==> src/rtl/hrtf_angle_slew.sv <==
// hrtf_angle_slew
//
// Conditions the user-controlled source angle before it reaches the HRTF
// address generator. The raw angle is synchronised, range-checked and
// debounced in units of audio frames. The output then walks toward the
// debounced target one index at a time, along the shortest circular path,
// with one step every STEP_SAMPLES frames. All state advances only on
// new_sample, so each convolution frame sees a single coefficient set.
//
// Parameters:
//   NUM_ANGLES       number of valid angle indices (0..NUM_ANGLES-1), 2..256
//   DEBOUNCE_SAMPLES consecutive frames a raw value must hold to become target, >= 1
//   STEP_SAMPLES     frames between successive one-index output steps, >= 1
//   RESET_ANGLE      output, target and candidate value after reset, < NUM_ANGLES
//
// Ports:
//   clk          audio clock (same domain as the I2S controller)
//   reset_n      synchronous active-low reset
//   raw_angle    asynchronous angle from switches / joystick
//   new_sample   one-cycle frame pulse
//   angle_out    registered angle index for the address generator
//   target_angle current debounced target
//   moving       registered, high while angle_out != target_angle

module hrtf_angle_slew #(
    parameter int unsigned NUM_ANGLES       = 72,
    parameter int unsigned DEBOUNCE_SAMPLES = 480,
    parameter int unsigned STEP_SAMPLES     = 96,
    parameter int unsigned RESET_ANGLE      = 0
) (
    input  logic       clk,
    input  logic       reset_n,
    input  logic [7:0] raw_angle,
    input  logic       new_sample,
    output logic [7:0] angle_out,
    output logic [7:0] target_angle,
    output logic       moving
);

    // Modular arithmetic runs in 9 bits so NUM_ANGLES = 256 cannot overflow.
    localparam logic [8:0] NUM9      = 9'(NUM_ANGLES);
    localparam logic [8:0] HALF9     = 9'(NUM_ANGLES / 2);
    localparam logic [7:0] TOP_ANGLE = 8'(NUM_ANGLES - 1);
    localparam logic [7:0] RESET_VAL = 8'(RESET_ANGLE);

    localparam int unsigned DEB_W = $clog2(DEBOUNCE_SAMPLES + 1);
    localparam logic [DEB_W-1:0] DEB_MAX = DEB_W'(DEBOUNCE_SAMPLES);
    localparam logic [DEB_W-1:0] DEB_PRE = DEB_W'(DEBOUNCE_SAMPLES - 1);

    localparam int unsigned STEP_W = $clog2(STEP_SAMPLES + 1);
    localparam logic [STEP_W-1:0] STEP_LAST = STEP_W'(STEP_SAMPLES - 1);

    typedef enum logic [0:0] {
        StIdle,
        StSlew
    } slew_state_e;

    // ------------------------------------------------------------------
    // State
    // ------------------------------------------------------------------
    logic [7:0]        sync_meta;
    logic [7:0]        sync_angle;
    logic [7:0]        cand;
    logic [DEB_W-1:0]  stable_cnt;
    logic [STEP_W-1:0] step_cnt;
    slew_state_e       state;

    // ------------------------------------------------------------------
    // Combinational helpers
    // ------------------------------------------------------------------
    logic       sync_valid;
    logic [7:0] target_next;
    logic [8:0] diff_raw;
    logic [8:0] diff;
    logic       step_up;
    logic [7:0] angle_inc;
    logic [7:0] angle_dec;
    logic [7:0] angle_step;

    assign sync_valid = ({1'b0, sync_angle} < NUM9);

    // Target as it will be after this edge. The slew logic looks at this
    // value so that a target update and the slew reaction land on the same
    // frame pulse, which keeps back-to-back pulses from being lost.
    always_comb begin
        target_next = target_angle;
        if (new_sample && sync_valid && (sync_angle == cand) && (stable_cnt == DEB_PRE)) begin
            target_next = cand;
        end
    end

    // Shortest-path direction: d = (target - out) mod N, step up when
    // 1 <= d <= floor(N/2); the even-N tie therefore steps up.
    always_comb begin
        diff_raw = {1'b0, target_next} + NUM9 - {1'b0, angle_out};
        diff     = (diff_raw >= NUM9) ? (diff_raw - NUM9) : diff_raw;
        step_up  = (diff != 9'd0) && (diff <= HALF9);
    end

    always_comb begin
        angle_inc  = (angle_out == TOP_ANGLE) ? 8'd0 : (angle_out + 8'd1);
        angle_dec  = (angle_out == 8'd0) ? TOP_ANGLE : (angle_out - 8'd1);
        angle_step = step_up ? angle_inc : angle_dec;
    end

    // ------------------------------------------------------------------
    // Synchroniser, debouncer and slew FSM
    // ------------------------------------------------------------------
    always_ff @(posedge clk) begin
        if (!reset_n) begin
            sync_meta    <= 8'd0;
            sync_angle   <= 8'd0;
            cand         <= RESET_VAL;
            stable_cnt   <= '0;
            target_angle <= RESET_VAL;
            angle_out    <= RESET_VAL;
            step_cnt     <= '0;
            moving       <= 1'b0;
            state        <= StIdle;
        end else begin
            sync_meta  <= raw_angle;
            sync_angle <= sync_meta;

            // Debounce, evaluated once per frame.
            if (new_sample) begin
                if (!sync_valid) begin
                    stable_cnt <= '0;
                end else if (sync_angle != cand) begin
                    cand       <= sync_angle;
                    stable_cnt <= '0;
                end else if (stable_cnt != DEB_MAX) begin
                    stable_cnt <= stable_cnt + 1'b1;
                end
                target_angle <= target_next;
            end

            unique case (state)
                StIdle: begin
                    if (target_next != angle_out) begin
                        state    <= StSlew;
                        step_cnt <= '0;
                        moving   <= 1'b1;
                    end
                end
                StSlew: begin
                    if (new_sample) begin
                        if (target_next == angle_out) begin
                            // Retargeted onto the current output: stop here.
                            state    <= StIdle;
                            step_cnt <= '0;
                            moving   <= 1'b0;
                        end else if (step_cnt == STEP_LAST) begin
                            angle_out <= angle_step;
                            step_cnt  <= '0;
                            if (angle_step == target_next) begin
                                state  <= StIdle;
                                moving <= 1'b0;
                            end
                        end else begin
                            step_cnt <= step_cnt + 1'b1;
                        end
                    end
                end
                default: begin
                    state    <= StIdle;
                    step_cnt <= '0;
                    moving   <= 1'b0;
                end
            endcase
        end
    end

endmodule

==> config.mk <==
export PLATFORM = sky130hd
export DESIGN_NAME = hrtf_angle_slew
export DESIGN_NICKNAME = d
export VERILOG_FILES = /design/src/rtl/hrtf_angle_slew.sv
export SDC_FILE = /design/constraint.sdc
export NUM_CORES = 1
export LEC_CHECK = 0
export CORE_ASPECT_RATIO = 1.25
export CORE_MARGIN = 4
export CORE_UTILIZATION = 45
export CTS_CLUSTER_DIAMETER = 50
export DETAILED_ROUTE_END_ITERATION = 6
export PLACE_DENSITY_LB_ADDON = 0.15
export SLEW_MARGIN = 20
export SYNTH_ARGS = -nofsm -noshare
export SYNTH_HDL_FRONTEND = slang
export SYNTH_SLANG_ARGS = --single-unit
==> constraint.sdc <==
create_clock -name clk -period 7.5 [get_ports clk]
set_input_delay 0.75 -clock clk [delete_from_list [all_inputs] [get_ports clk]]
set_output_delay 0.75 -clock clk [all_outputs]
set_load 0.1 [all_outputs]
### Placement view

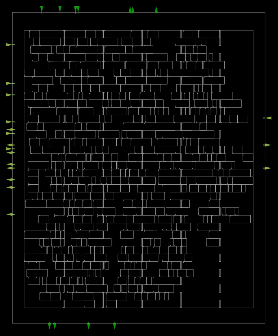
flop share of the area: 27.0%
core area: 7930 sq um
Core Util, Final: 54.2%
Flop Count: 58
Well Taps: 95

### Power grid

Drawn at 4 px/um. Pins as bars on the die edge.
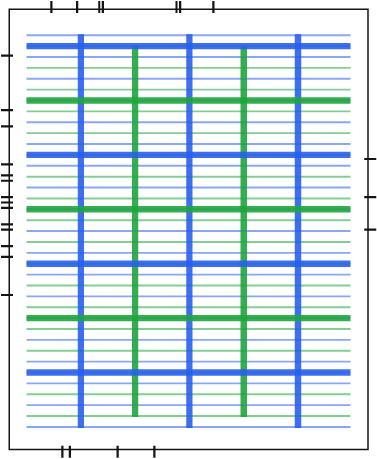
[VSS] blue
[VDD] green
met4 straps: 5
rows: 36
signal pins: 28
met1 rails: 37

==> ci_impl_report.md <==
## PnR job results

| Metric | Value |
|---|---|
| CTS max path bufs | 2 |
| Largest net degree at the start of global routing | 35 |
| Initial antenna violation count | 0 |
| Syn_area_per_cell | 8.82 sq um |
| Final Wtd Congestion | 0.905 |
| Yosys warns | 0 |
| Most frequent logic cell in the layout | dfxtp_1 |
| Startpoint types | input port |
| Chip area | ~10000 sq um |
| Count of final setup violators | 0 |
| Vias | 3135 |
| Max frequency | between 100 and 150 MHz |
| Synth Cell Area | 3720 sq um |
| Worst Setup SP | new_sample |
| CTS Hold Bufs | 0 |
| Status | complete, no violations |
| CP Max Fanout | 18 |
| Main logic family | simple AND/OR/NAND/NOR gates |
| Worst slew pin tran | about 980 ps |
| Minimum clock period | about 6700 ps |
| Slew Limit Headroom | 34.2% |
| Clk_skew | 11.5 ps |
| Post-synth regs | 58 |
| Most frequent cells after synthesis | 58 x dfxtp_1, 32 x nor2_1, 26 x nand2_1 |
| Mux share | between 7 and 8% |
| Cell leakage power | around 0.0017 uW |
| First-pass GRT wire length | 13900 um |
| OpenROAD warnings | 29 |
| PD cells | 162 nW/um^2 |
| GRT met3 Usage | ~2.8% |
| Post-cts gate resize count | 0 |
| DR DRC count | 0 |
| Grt met1 use | 23.2% |
| Synthesis-to-layout area growth | 15.5% |
| EDFF count, synth | 0 |
| CTS Buf Count | 9 |
| Largest area contributor in the netlist | dfxtp_1 |
| Top layer in use | met4 |
| Setup Buffers After CTS | 0 |
| CTS Sinks | between 50 and 60 |
| M1 WL | ~3800 um |
| Met3 WL | 444 um |
| Crit path DAT | 6920 ps |
| Top cells excl fill/tap | 58 x dfxtp_1, 32 x nor2_1, 27 x clkdlybuf4s50_1 |
| Simple-Gate Fraction of Synth Area | 26.3% |
| Critical path class | in -> reg |
| Hpwl dp | 6350 um |
| Post-Synthesis Cells | about 420 |
| Most common cell in the synthesized netlist | dfxtp_1 |
| Nets | slightly below 500 |
| Fin crit share | 89.5% |
| R2R cell count | 21 |
| Yosys chip area | 3720 sq um |
| CP Capture Type | flop |
| # Max-Cap Violations | 0 |
| Cell depth of the worst hold path | 1 |
| Drt first pass iters | 4 |
| Worst R2R Start | cand[4] |
| Main area contributors after synthesis | dfxtp_1 31%, ha_1 6.7%, mux2i_1 4.8% |
| Antenna Violating Nets Remaining | 0 |
| Final WL | about 8400 um |
| Num rows | 36 |
| Cell total in the yosys stat output | 422 |
| Setup TNS Final | 0 ps |
### Cells by drive strength

Drawn at 2 px/um.
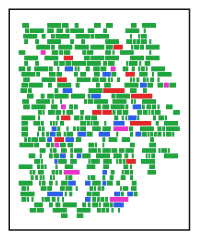
[drive 1 or less] green | cells: 409 | share: 90% | most used: dfxtp_1
[drive 3 to 4] magenta | cells: 8 | share: 1.8% | most used: buf_4
[drive 2] blue | cells: 27 | share: 5.9% | most used: nor4_2
[drive 6 and up] red | cells: 12 | share: 2.6% | most used: clkbuf_8

worst min path at each step:
stage | start | endpoint | slack, ps
global route | sync_meta[2] | sync_angle[2] | 450
global placement | sync_meta[4] | sync_angle[4] | 410
floorplan | sync_meta[0] | sync_angle[0] | 410
finish | sync_meta[5] | sync_angle[5] | 430
CTS | sync_meta[1] | sync_angle[1] | 440
detailed placement | sync_meta[1] | sync_angle[1] | 420
flip-flops by register name (all words and copies together), names as in the netlist:
name,flops
sync_meta,8
cand,8
step_cnt,7
target_angle,8
stable_cnt,9
state,1
sync_angle,8
moving,1
angle_out,8
where the power goes:
group / switching, uW / internal [uW]
logic: 16.3 / 17.5
clock network: 126 / 220
registers: 3.50 / 314
critical path, cell delays in order:
cell and delay (ps):
clkdlybuf4s50_1 450, buf_4 150, nand4_1 130, nor3_1 230, and4b_1 580, mux2i_1 460, inv_1 80, ha_1 340
ha_1 310, a211o_1 290, and3_2 220, or2_2 290, ha_1 260, nor2b_1 140, nand2b_1 120, nand3_1 100
o2111a_1 170, o21ai_2 610, and2b_2 320, mux2i_1 120, a211o_1 330, nor4_2 340, o22ai_1 110
layout make-up:
class,instances,area (sq um)
clock inverter,5,103
timing repair buffer,31,300
tap,95,119
clock buffer,11,131
fill,758,3630
sequential,58,1160
multi-input combinational,327,2390
inverter,24,90.1
through the flow:
| stage | std cells | instance area, sq um | power [uW] | hold WS (ps) |
|---|---|---|---|---|
| 2_1_floorplan | 422 | 3720 | 347 | 412 |
| 3_3_place_gp | 535 | 4060 | 357 | 415 |
| 3_5_place_dp | 535 | 4060 | 358 | 417 |
| 4_1_cts | 551 | 4300 | 707 | 436 |
| 5_1_grt | 551 | 4300 | 720 | 448 |
| 6_report | 551 | 4300 | 697 | 432 |
Power and IR drop assume default switching activity.
